--- src/rtl/fetch_pkg.sv ---
// Shared types and helpers for the instruction prefetch queue.
package fetch_pkg;
  localparam int ADDR_W = 16;
  localparam int INSN_W = 16;
  localparam logic [ADDR_W-1:0] RESET_PC = 16'h0000;

  typedef struct packed {
    logic [ADDR_W-1:0] pc;
    logic [INSN_W-1:0] insn;
  } fq_entry_t;

  // Next sequential byte PC; wraps naturally at 2^ADDR_W.
  function automatic logic [ADDR_W-1:0] pc_next(input logic [ADDR_W-1:0] pc);
    return pc + ADDR_W'(2);
  endfunction
endpackage

--- src/rtl/fetch_fifo.sv ---
// Small synchronous FIFO of {pc, insn} entries; DEPTH must be a power of 2.
module fetch_fifo
  import fetch_pkg::*;
#(
  parameter int DEPTH = 4
) (
  input  logic                     clk,
  input  logic                     rst_n,
  input  logic                     push,
  input  logic                     pop,
  input  logic                     clear,
  input  fq_entry_t                din,
  output fq_entry_t                dout,
  output logic                     full,
  output logic                     empty,
  output logic [$clog2(DEPTH):0]   count
);
  localparam int PTR_W = $clog2(DEPTH);

  logic [PTR_W:0] wr_ptr;
  logic [PTR_W:0] rd_ptr;
  fq_entry_t      mem [DEPTH];

  // Pointer update; the extra MSB distinguishes full from empty.
  always_ff @(posedge clk or negedge rst_n) begin
    if (!rst_n) begin
      wr_ptr <= '0;
      rd_ptr <= '0;
    end else if (clear) begin
      wr_ptr <= '0;
      rd_ptr <= '0;
    end else begin
      if (push) wr_ptr <= wr_ptr + 1'b1;
      if (pop)  rd_ptr <= rd_ptr + 1'b1;
    end
  end

  // Entry storage carries data only, so it needs no reset.
  always_ff @(posedge clk) begin
    if (push && !clear) mem[wr_ptr[PTR_W-1:0]] <= din;
  end

  assign dout  = mem[rd_ptr[PTR_W-1:0]];
  assign count = wr_ptr - rd_ptr;
  assign empty = (wr_ptr == rd_ptr);
  assign full  = (count == (PTR_W+1)'(DEPTH));
endmodule

--- src/rtl/fetch_queue.sv ---
// Instruction prefetch queue: owns the PC, issues one read per cycle while
// credit allows, buffers returns and hands them downstream on valid/ready.
// Optional feature macro: FETCHQ_BYPASS_EN (empty-queue returns go straight
// to the output in the cycle they arrive).
module fetch_queue
  import fetch_pkg::*;
#(
  parameter int                DEPTH    = 4,
  parameter logic [ADDR_W-1:0] RESET_PC = fetch_pkg::RESET_PC
) (
  input  logic              clk,
  input  logic              rst_n,
  input  logic              halt,
  output logic              mem_ren,
  output logic [ADDR_W-2:0] mem_raddr,
  input  logic [INSN_W-1:0] mem_rdata,
  input  logic              redirect,
  input  logic [ADDR_W-1:0] redirect_pc,
  output logic              out_valid,
  input  logic              out_ready,
  output logic [INSN_W-1:0] out_insn,
  output logic [ADDR_W-1:0] out_pc
);
  localparam int CNT_W = $clog2(DEPTH) + 1;

  logic [ADDR_W-1:0] fetch_pc;
  logic [ADDR_W-1:0] issue_pc;
  logic [ADDR_W-1:0] ret_pc;
  logic              inflight;
  logic              ret_valid;
  logic              push;
  logic              pop;
  logic              full;
  logic              empty;
  logic [CNT_W-1:0]  count;
  logic [CNT_W:0]    occupancy;
  fq_entry_t         head;
  fq_entry_t         ret_entry;
  fq_entry_t         out_sel;

  // A redirect re-targets this cycle's read; bit 0 of the target is dropped.
  assign issue_pc  = redirect ? (redirect_pc & ~ADDR_W'(1)) : fetch_pc;
  // Queued plus in-flight entries must never exceed the FIFO depth.
  assign occupancy = {1'b0, count} + {{CNT_W{1'b0}}, inflight};
  assign mem_ren   = rst_n & ~halt & (redirect | (occupancy < (CNT_W+1)'(DEPTH)));
  assign mem_raddr = issue_pc[ADDR_W-1:1];

  // A return landing in a redirect cycle belongs to the old stream.
  assign ret_valid = inflight & ~redirect;
  assign ret_entry = '{pc: ret_pc, insn: mem_rdata};

  // PC and in-flight tracking; redirect updates the PC even while halted.
  always_ff @(posedge clk or negedge rst_n) begin
    if (!rst_n) begin
      fetch_pc <= RESET_PC;
      inflight <= 1'b0;
    end else begin
      if (mem_ren)       fetch_pc <= pc_next(issue_pc);
      else if (redirect) fetch_pc <= issue_pc;
      inflight <= mem_ren;
    end
  end

  // Remember the PC of the outstanding read so it can be paired with its data.
  always_ff @(posedge clk) begin
    if (mem_ren) ret_pc <= issue_pc;
  end

`ifdef FETCHQ_BYPASS_EN
  logic bypass;
  assign bypass    = ret_valid & empty;
  assign push      = ret_valid & ~full & ~(bypass & out_ready);
  assign out_valid = bypass | (~empty & ~redirect);
  assign pop       = ~empty & ~redirect & out_ready;
  assign out_sel   = empty ? ret_entry : head;
`else
  // Full is never reached by a push under the credit rule; gating is defensive.
  assign push      = ret_valid & ~full;
  assign out_valid = ~empty & ~redirect;
  assign pop       = out_valid & out_ready;
  assign out_sel   = head;
`endif

  assign out_pc   = out_valid ? out_sel.pc   : '0;
  assign out_insn = out_valid ? out_sel.insn : '0;

  fetch_fifo #(.DEPTH(DEPTH)) u_fifo (
    .clk   (clk),
    .rst_n (rst_n),
    .push  (push),
    .pop   (pop),
    .clear (redirect),
    .din   (ret_entry),
    .dout  (head),
    .full  (full),
    .empty (empty),
    .count (count)
  );
endmodule

--- config.mk ---
export PLATFORM = sky130hd
export DESIGN_NAME = fetch_queue
export DESIGN_NICKNAME = d
export VERILOG_FILES = /design/src/rtl/fetch_pkg.sv /design/src/rtl/fetch_fifo.sv /design/src/rtl/fetch_queue.sv
export SDC_FILE = /design/constraint.sdc
export NUM_CORES = 1
export LEC_CHECK = 0
export ABC_CLOCK_PERIOD_IN_PS = 4200
export CAP_MARGIN = 20
export CORE_AREA = 8 8 146 148
export CTS_CLUSTER_DIAMETER = 120
export CTS_CLUSTER_SIZE = 40
export DETAILED_ROUTE_END_ITERATION = 7
export DIE_AREA = 0 0 154 156
export PLACE_DENSITY = 0.6
export SYNTH_ARGS = -nofsm -noshare
export SYNTH_HDL_FRONTEND = slang
export SYNTH_SLANG_ARGS = --single-unit
--- constraint.sdc ---
create_clock -name clk -period 4.2 [get_ports clk]
set_clock_uncertainty 0.05 [all_clocks]
set_input_delay 1.26 -clock clk [delete_from_list [all_inputs] [get_ports clk]]
set_output_delay 1.26 -clock clk [all_outputs]
set_load 0.01 [all_outputs]
Fig. 1: metal 2
Cells faint in the background.
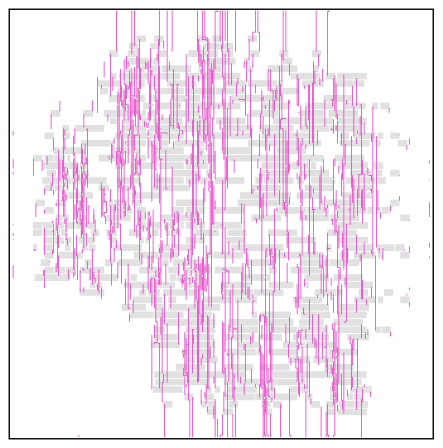
main direction = vertical
wire length on this layer = 7240 um
nets with wire on the layer = 476
longest straight run = 59.8 um

Fig. 2: congestion heat map
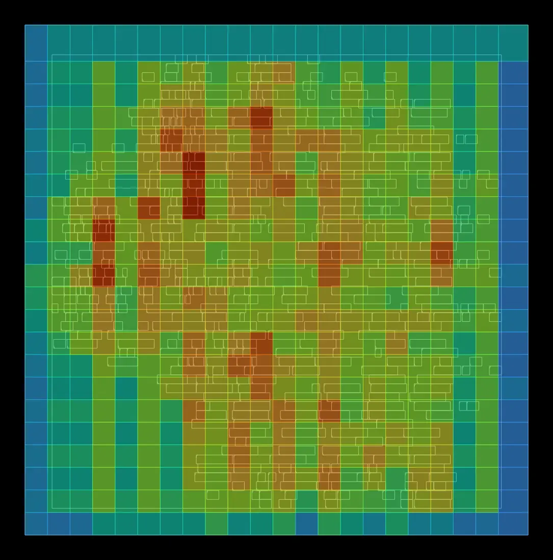
routed wire length per instance: 18.7 um
met1 Use GR: 13.7%

==> ci_impl_report.md <==
## Synthesis and layout report

| Metric | Value |
|---|---|
| Post-layout minimum cycle time | `around 4.1 ns` |
| Cells on worst reg2reg path | `9` |
| Actual slew at the worst max-slew pin | `between 0.6 and 0.7 ns` |
| DR DRC count | `0` |
| Reg2reg start | `u_fifo.wr_ptr[0]` |
| CTS tree | `built` |
| Register share after synthesis | `between 70% and 80%` |
| RSZ-0062 raised after global routing | `false` |
| Die X | `between 150 and 200 um` |
| Yosys cell count | `382` |
| Final Hold Fails | `0` |
| Synth top area share | `62.6%` |
| Routability cong. | `0.792` |
| Reg2Reg Setup Slack | `~1.4 ns` |
| Max Slew Vio Count | `0` |
| Row count | `between 50 and 60` |
| Post-route ant nets | `0` |
| CP Cell Sequence | `clkdlybuf4s50_1 > nor2b_2 > o211a_1 > clkdlybuf4s50_1` |
| Biggest area cells | `edfxtp_1 63%, mux4_2 10%, dfrtp_1 8.3%` |
| Crit path max fanout | `2` |
| Area leader, netlist | `edfxtp_1` |
| Largest net degree at the start of global routing | `36` |
| CTS Buf Count | `17` |
| IO Count | `approximately 86` |
| Fmax | `~0.24 GHz` |
| Tool warnings | `31` |
| Die height | `approximately 160 um` |
| P_int | `about 3.3 mW` |
| Top cell excl fill/tap | `edfxtp_1` |
| Synth-to-Final Area Change | `29.0%` |
| Fin crit share | `a little over nine tenths` |
| Max-capacitance violation count | `0` |
| Gate power share | `18.1%` |
| IO Port Bufs | `84` |
| Critical path capture point type | `output pin` |
| CP max-delay cell | `clkdlybuf4s50_1` |
| Initial drt markers | `~190` |
| Dominant Register Cell | `edfxtp_1` |
| Via/cell ratio | `4.80` |
| Top Layout Cells | `144 x edfxtp_1, 81 x clkdlybuf4s50_1, 32 x mux4_2, 32 x and2_1, 31 x buf_4` |
| Netlist cell types | `44` |
| Startpoint types | `input pin` |
| Placed Cells | `between 700 and 800` |
| Via count | `~3600` |
| Core footprint | `~19000 um^2` |
| CTS Sinks | `167` |
| EDFF count, synth | `around 140` |
| Status | `complete, no violations` |
| Synth warn | `0` |
| Final nets | `around 540` |
| Initial antenna violation count | `0` |
| Worst-path clk slew | `about 0.060 ns` |
| Share of flip-flops with an asynchronous set or reset | `13.8%` |
| Critical path's top delay family | `buffers and inverters` |
| VDD IR max | `0.276 mV` |
| Final instance area | `roughly 8900 um^2` |
| Arrival time worst endpoint | `between 2 and 3 ns` |
| Global-route wire length before repair | `roughly 22000 um` |
| Worst-Skew Late Latency | `around 0.42 ns` |
| Clk pwr share | `about 37%` |
| Post-DP Area | `about 8200 um^2` |
| HPWL Detailed | `slightly above 9000 um` |
| Buffer depth of the longest clock path | `2` |
| Netlist Area Pre-Place | `6910 um^2` |
| Chip area | `between 20000 and 25000 um^2` |
| Final Non-Filler Cells | `around 750` |
| Flop and latch count out of synthesis | `~170` |
| Ant. Diodes | `0` |
| Init Core Util | `approximately 36%` |
| Total power | `~4.3 mW` |
| Global route overflow | `0` |
| Cell count after synthesis | `382` |
| Sequential Power Share | `45.1%` |
| Sw Ratio | `about a quarter` |
| Vias in the first global route | `between 3000 and 4000` |
| Share of cells above drive strength 1 | `between 20% and 30%` |
| H-tree Lvls | `4` |
| Pwr/cell area | `477 nW/um^2` |
| Hold_sp | `fetch_pc[0]` |
| CTS Root Cell | `clkbuf_16` |
| CTS Hold Bufs | `0` |
| Worst slew margin | `~54%` |
Fig. 3: routed clock nets over the placement
Bar = 50 um.
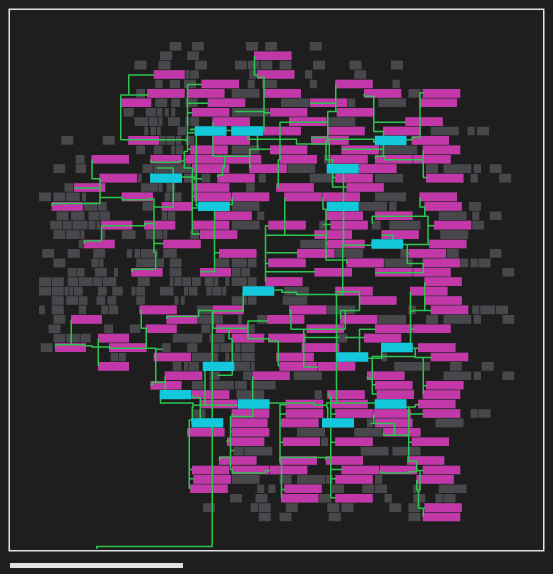
cyan -> clock drivers  # count 17
green -> clock wires  # length 1800 um
magenta -> flip-flops  # count 167
routed clock nets = 18

Fig. 4: signal wires by layer
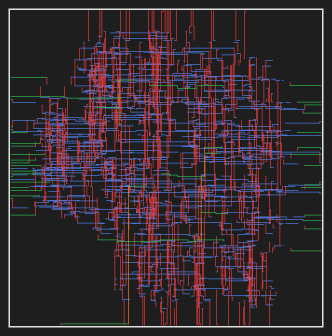
orange -> metal 4  # wire length 135 um
blue -> metal 1  # wire length 5950 um
red -> metal 2  # wire length 7240 um
green -> metal 3  # wire length 632 um

layer usage:
layer  vias up  GRT usage [%]  wire [um]
li1       1682              -          -
met1      1826           13.7       5950
met2        66           20.7       7240
met3        10           3.85        632
met4         0           3.83        135
met5         -              0          0
logic make-up after synthesis:
| group | after synthesis | share of synthesized area, % |
|---|---|---|
| flip-flops | 167 | 70.9 |
| AND/OR/NAND/NOR | 85 | 7.13 |
| multiplexers | 48 | 12.9 |
| buffers and inverters | 40 | 3.31 |
| AND-OR/OR-AND | 21 | 2.17 |
| XOR/XNOR | 12 | 1.85 |
| adder cells (fa/ha/maj) | 9 | 1.74 |
power by group through the flow:
stage | Clock, mW | Sequential (mW) | Combinational [mW]
2_1_floorplan | 0 | 1.94 | 0.412
3_3_place_gp | 0 | 1.95 | 0.731
3_5_place_dp | 0 | 1.95 | 0.736
4_1_cts | 1.60 | 1.92 | 0.739
5_1_grt | 1.66 | 1.93 | 0.836
6_report | 1.57 | 1.92 | 0.769
layout make-up:
class                   count  area, um^2
clock buffers              17         425
clock inverters            15         178
inverters                   8        30.0
multi-input cells         175        1810
fillers                  1606       10200
repair buffers            126        1280
well taps                 238         298
flip-flops and latches    167        4900
how the worst max path moves through the flow:
stage	from	slack [ns]	end	cells after the start
global placement	redirect	-0.19	out_pc[0]	6
detailed placement	redirect	-0.20	out_pc[0]	6
CTS	rst_n	0.02	mem_ren	4
finish	rst_n	0.11	mem_ren	4
floorplan	redirect	0.45	out_insn[10]	5
global route	u_fifo.wr_ptr[0]	0.004	mem_ren	6
flip-flops by register name, indices dropped and copies added (netlist names):
register,flops
fetch_pc,16
u_fifo.wr_ptr,3
inflight,1
u_fifo.mem,128
ret_pc,16
u_fifo.rd_ptr,3
Yosys cell counts (2+ instances only):
| cell type | number |
|---|---|
| xor2_1 | 3 |
| nand3_1 | 5 |
| dfrtp_1 | 23 |
| nor2_1 | 7 |
| nand4b_1 | 2 |
| edfxtp_1 | 144 |
| o22ai_1 | 2 |
| ha_1 | 8 |
| mux2_2 | 10 |
| and2_1 | 36 |
| nand2_1 | 17 |
| nor2b_1 | 5 |
| a32o_1 | 2 |
| xnor2_1 | 7 |
| buf_2 | 6 |
| clkbuf_1 | 9 |
| o21ai_0 | 2 |
| a21oi_1 | 2 |
| inv_1 | 8 |
| nand4_1 | 3 |
| buf_6 | 2 |
| a21o_1 | 2 |
| nor3_1 | 2 |
| o31ai_1 | 2 |
| mux4_2 | 32 |
| a31oi_1 | 4 |
| buf_4 | 15 |
| mux2i_1 | 6 |
stage by stage:
stage / hold WS (ns) / setup TNS, ns / utilization, % / setup slack, ns
after floorplan: 0.406 / 0 / - / 0.452
after global placement: 0.421 / -5.66 / 43.1 / -0.193
after detailed placement: 0.432 / -6.16 / 43.1 / -0.204
after CTS: 0.452 / 0 / 46.3 / 0.0200
after global routing: 0.480 / 0 / 46.8 / 0.00446
final: 0.446 / 0 / 46.8 / 0.106
timing repair:
item	CTS	global route
setup buffers	0	1
gates cloned	0	2
gates resized	2	8
pin swaps	0	1
endpoints found under the setup margin	47	27
No activity file was given, so power comes from the tool's default toggle rates.
